==> run_1/metal_stack.png <==
Only two layers are drawn.
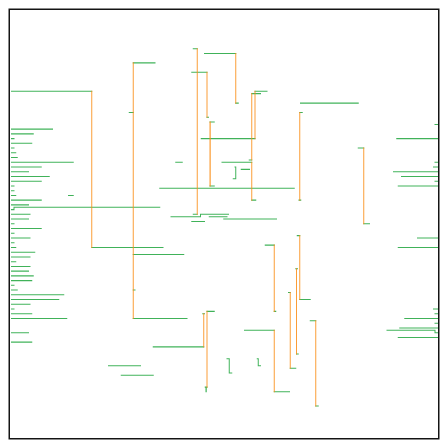
==> run_1/final_placement.png <==
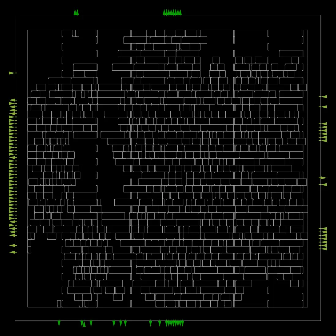
==> run_1/port_nets.png <==
The bar under the picture is 20 um long.
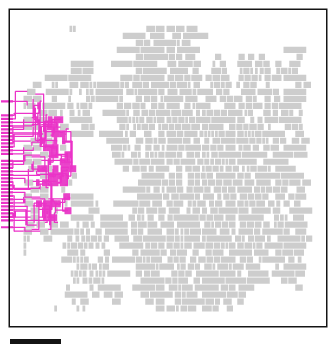
==> config.mk <==
export PLATFORM = sky130hd
export DESIGN_NAME = tank_ctrl_flat
export DESIGN_NICKNAME = d
export VERILOG_FILES = /design/src/rtl/tank_ctrl_pkg.sv /design/src/rtl/tank_ctrl_if.sv /design/src/rtl/tank_ctrl_key_match.sv /design/src/rtl/tank.sv /design/src/flat_wrapper.sv
export SDC_FILE = /design/constraint.sdc
export NUM_CORES = 1
export LEC_CHECK = 0
export CAP_MARGIN = 30
export CORE_MARGIN = 5
export CORE_UTILIZATION = 35
export DETAILED_ROUTE_END_ITERATION = 10
export PLACE_DENSITY = 0.71
export RECOVER_POWER = 25
export SYNTH_ARGS = -nofsm -noshare
export SYNTH_HDL_FRONTEND = slang
export SYNTH_SLANG_ARGS = --single-unit
==> constraint.sdc <==
create_clock -name frame_clk -period 3.38 [get_ports frame_clk]
set_input_delay 0.676 -clock frame_clk [delete_from_list [all_inputs] [get_ports frame_clk]]
set_output_delay 0.676 -clock frame_clk [all_outputs]
set_load 0.005 [all_outputs]
==> Slide: Implementation Results, run 1 <==
Key Metrics from the Run

Critical path
  • Reg2Reg Depth: 13
  • Critical path data arrival time: 5090 ps
  • Crit Path Class: in2reg
  • Library cell appearing most often on the critical path: sky130_fd_sc_hd__ha_4
  • Maximum fanout along the worst path: 3
  • Required time worst endpoint: 3540 ps
  • Register-to-register path setup slack: -330 ps
  • Slowest cell delay on critical path: 550 ps
  • Crit end category: flip-flop
  • Number of buffer and inverter instances along the worst setup path: 3

Finish
  • Number of non-clock inverters in the layout: 29
  • Final antenna diode count: 0
  • Area overhead of the layout relative to synthesis: 82.2%
  • Area share of buffers outside the clock network: 26.9%
  • Area of all placed cells without fillers: 8140 sq um
  • Total area of sequential cells: 963 sq um
  • Number of ordinary and repair buffers in the finished layout: 261
  • Layout multi-input combinational cell count: 481
  • Final std cells w/o fill: 989
  • Largest contributor to cell area by class: multi-input combinational cells
  • Most used cells in the layout excluding fill and tap cells: 168 x sky130_fd_sc_hd__buf_4, 62 x sky130_fd_sc_hd__clkdlybuf4s50_1, 44 x sky130_fd_sc_hd__nand2_1
  • Multi-input logic portion of the cell area: 54.8%
  • Nets: 917

Synthesis
  • Post-synthesis instance area: 4470 sq um
  • Area share of the largest cell type after synthesis: 15.7%
  • Dominant register cell in the synthesized netlist: sky130_fd_sc_hd__dfrtp_1
  • Library cell with the largest summed area after synthesis: sky130_fd_sc_hd__dfrtp_1
  • Cell types occupying the most area after synthesis: sky130_fd_sc_hd__dfrtp_1 16%, sky130_fd_sc_hd__ha_1 13%, sky130_fd_sc_hd__dfstp_2 5.9%
  • Mean Syn Cell Area: 7.96 sq um
  • Number of cells in the yosys synthesis report: 561

Drt
  • Number of iterations in the first detailed-routing pass: 4
  • Violation count after the first detailed-routing iteration: 243
  • Detailed-route vias per instance: 5.31
  • Residual DRC count: 0

Pwr
  • Heaviest power group: combinational logic
  • Part of the total power dissipated in the clock network: 17.1%
  • Register share of total power: 21.0%
  • Combinational group power: 2.27 mW
  • Overall power: 3.67 mW
  • Switching power total: 1.38 mW
  • Internal Pwr Total: 2.29 mW
  • Flip-flop and latch power: 0.772 mW

Global routing
  • Overall global routing resource usage: 19.6%
  • Met1 GRT Util: 21.8%
  • Remaining global-route overflow: 0
  • Global-route wire length before repair: 24300 um
  • GR Layer Usage met2: 38.3%

Worst hold path
  • Number of cells traversed by the worst hold path: 2

Run status
  • Failing checks: max-capacitance violations, max-slew violations, negative setup slack
  • Result of the run: complete, but fails checks

Timing
  • Number of endpoints with negative hold slack in the final report: 0
  • Worst setup skew after layout: 6.35 ps
  • Count of pins over their slew limit: 39
  • Worst setup slack after layout: -1550 ps
  • Highest attainable clock frequency: 203 MHz
  • Hold slack: 480 ps
  • Setup-failing EPs final: 19

Die
  • Die y size: 123 um
  • Total die size: 15100 sq um
  • Num rows: 41
  • Well Taps: 172
  • Core ar.: 12600 sq um

Clock network
  • Max H-tree Level: 2
  • CTS Hold Buffers Added: 0
  • TritonCTS clock tree: yes
  • Clock-pin slew reported for the worst setup and hold paths after clock tree synthesis: 60 ps
  • Cts bufs inserted: 5
  • Post-CTS setup-driven buffer insertion count: 26

Placement
  • DP Cell Count: 932
  • Post-DP HPWL: 10700 um

Flow run
  • Max-cap violations: 1
Notes on metal_stack.png above:
Key: met4 = orange [wire length 459 um]; met3 = green [wire length 695 um]
number of vias after detailed routing: 5256
per-cell routed wire length: 16.1 um

Notes on final_placement.png above:
flop share of the area: 11.8%
number of sequential cells in the layout: 38

Notes on port_nets.png above:
Key: bus_keycode = magenta [bits 32, direction input, edge left, end cells 47, buffers 32, wire 885 um]
Ports: 88
total of buffers placed on input and output ports: 77

[run 1: logic make-up (layout without fill, tap and decap cells)]
group,after synthesis,count (layout),synth area share (%)
and+or+nand+nor,227,227,26.6
DFF,38,38,21.6
buffers and inverters,52,298,5.43
adders and majority gates,51,51,15.0
muxes,5,5,1.12
xor gates and xnor gates,42,42,8.24
other,2,11,0.168
AOI/OAI and AO/OA,144,145,21.9
[run 1: metrics by stage]
stage,worst slack (ps),TNS [ps]
2_1_floorplan,-1550,-26030
3_3_place_gp,-2130,-38050
3_5_place_dp,-2230,-39510
4_1_cts,-1520,-24560
5_1_grt,-1690,-28240
6_report,-1550,-24980
==> run 1 -> run 2 <==
REMOVE_ABC_BUFFERS = 1   (was unset)
==> run 2 against run 1 <==
Area after synthesis unchanged. Combinational power up 2%. Sequential power about the same. The run still ends with max-capacitance violations, max-slew violations, negative setup slack left. Largest power group unchanged. Final area about the same. Utilization up 0.060 points. Critical path type unchanged. Clock power down 24%. Fmax down 0.51%. Setup slack worse by 25 ps. Synthesized cell count unchanged. Total power down 3.2%. Global-route usage down 0.33 points.
==> Slide: Implementation Results, run 2 <==
Key Metrics from the Run

Pwr
  • Internal Pwr Total: 2.13 mW (-7.2%)
  • Heaviest power group: combinational logic
  • Flip-flop and latch power: 0.772 mW (about the same)
  • Switching power total: 1.43 mW (+3.5%)
  • Register share of total power: 21.7% (+0.7 points)

Drt
  • Per-cell routed wire length: 17.6 um (+9.4%)
  • Residual DRC count: 0 (unchanged)
  • Number of iterations in the first detailed-routing pass: 7 (+3)
  • Violation count after the first detailed-routing iteration: 280 (+15%)

Placement
  • Post-Place Worst Slack: -2530 ps (-301 ps)

Die
  • Total die size: 15100 sq um (unchanged)
  • Die y size: 123 um (unchanged)
  • Ports: 88 (unchanged)
  • Core ar.: 12600 sq um (unchanged)

Critical path
  • Slowest cell delay on critical path: 500 ps (-50 ps)
  • Critical path data arrival time: 5110 ps (+20 ps)
  • Reg2Reg Depth: 16 (+3)
  • Crit Path Class: in2reg
  • Register-to-register path setup slack: -100 ps (+230 ps)
  • Number of buffer and inverter instances along the worst setup path: 2 (-1)

Timing
  • Count of pins over their slew limit: 39 (unchanged)
  • Final TNS setup: -26200 ps (-1210 ps)
  • Number of endpoints with negative hold slack in the final report: 0 (unchanged)
  • Setup-failing EPs final: 19 (unchanged)
  • Worst setup slack after layout: -1580 ps (-25.3 ps)
  • Worst setup skew after layout: 4.19 ps (-2.16 ps)

Finish
  • Nets: 908 (-0.98%)
  • Most used cells in the layout excluding fill and tap cells: 143 x sky130_fd_sc_hd__buf_4, 62 x sky130_fd_sc_hd__clkdlybuf4s50_1, 42 x sky130_fd_sc_hd__nand2_1
  • Area overhead of the layout relative to synthesis: 82.3% (about the same)
  • Number of sequential cells in the layout: 38 (unchanged)
  • Area share of buffers outside the clock network: 26.7% (-0.22 points)

Clock network
  • Max H-tree Level: 2 (unchanged)
  • Clock-pin slew reported for the worst setup and hold paths after clock tree synthesis: 60 ps (about the same)

Global routing
  • Remaining global-route overflow: 0 (unchanged)
  • Overall global routing resource usage: 19.3% (-0.33 points)
  • Global-route wire length before repair: 24000 um (-1.1%)
  • GR Layer Usage met2: 36.9% (-1.4 points)

Synthesis
  • Library cell with the largest summed area after synthesis: sky130_fd_sc_hd__dfrtp_1
  • Number of cells in the yosys synthesis report: 561 (unchanged)
  • Cell types occupying the most area after synthesis: sky130_fd_sc_hd__dfrtp_1 16%, sky130_fd_sc_hd__ha_1 13%, sky130_fd_sc_hd__dfstp_2 5.9%
  • Post-synthesis instance area: 4470 sq um (unchanged)
  • Dominant register cell in the synthesized netlist: sky130_fd_sc_hd__dfrtp_1
  • Area share of the largest cell type after synthesis: 15.7% (unchanged)

Flow run
  • Max-cap violations: 1 (unchanged)

Run status
  • Result of the run: complete, but fails checks
  • Failing checks: max-capacitance violations, max-slew violations, negative setup slack
run 2: cell counts after synthesis:
Identical to the previous run, type by type.
run 2: kinds of logic (layout without fill, tap and decap cells):
kind of cell               count (synthesis)  in the layout  synth area share (%)
other                                      2             11                 0.168
and+or+nand+nor                          227            227                  26.6
muxes                                      5              5                  1.12
DFF                                       38             38                  21.6
buffers and inverters                     52            289                  5.43
xor gates and xnor gates                  42             42                  8.24
adders and majority gates                 51             51                  15.0
AOI/OAI and AO/OA                        144            145                  21.9
run 2: stage by stage:
step	hold WS (ps)	cell area [sq um]	util [%]
after global routing	508	8140	64.8
after floorplan	380	4370	-
after detailed placement	468	6380	50.8
after CTS	482	7210	57.4
after global placement	459	6380	50.8
final	487	8140	64.8
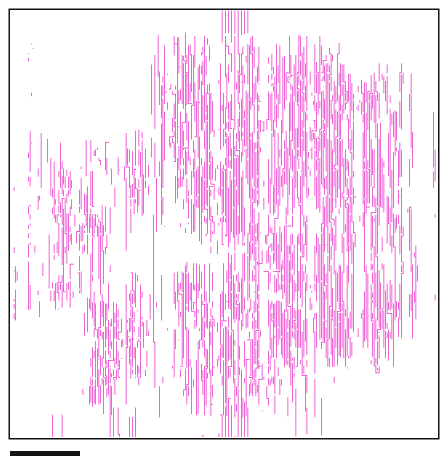
(run_2/met2.png)
The bar under the picture is 20 um long.
The longest straight run is 36.5 um. The layer holds 54% of the routed length. 841 nets have wire on it. The wires run mostly vertical.
final wirelength: 17300 um
number of vias after detailed routing: 5416

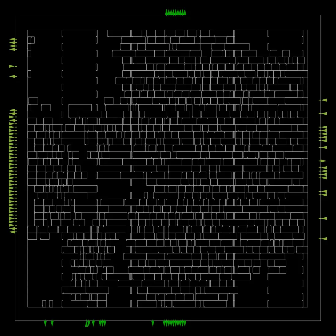
(run_2/final_placement.png)
flop share of the area: 11.8%
num rows: 41
Well Taps: 172
Fillers: 922
final std cells w/o fill: 980

Power is estimated from default activity; no workload was simulated.
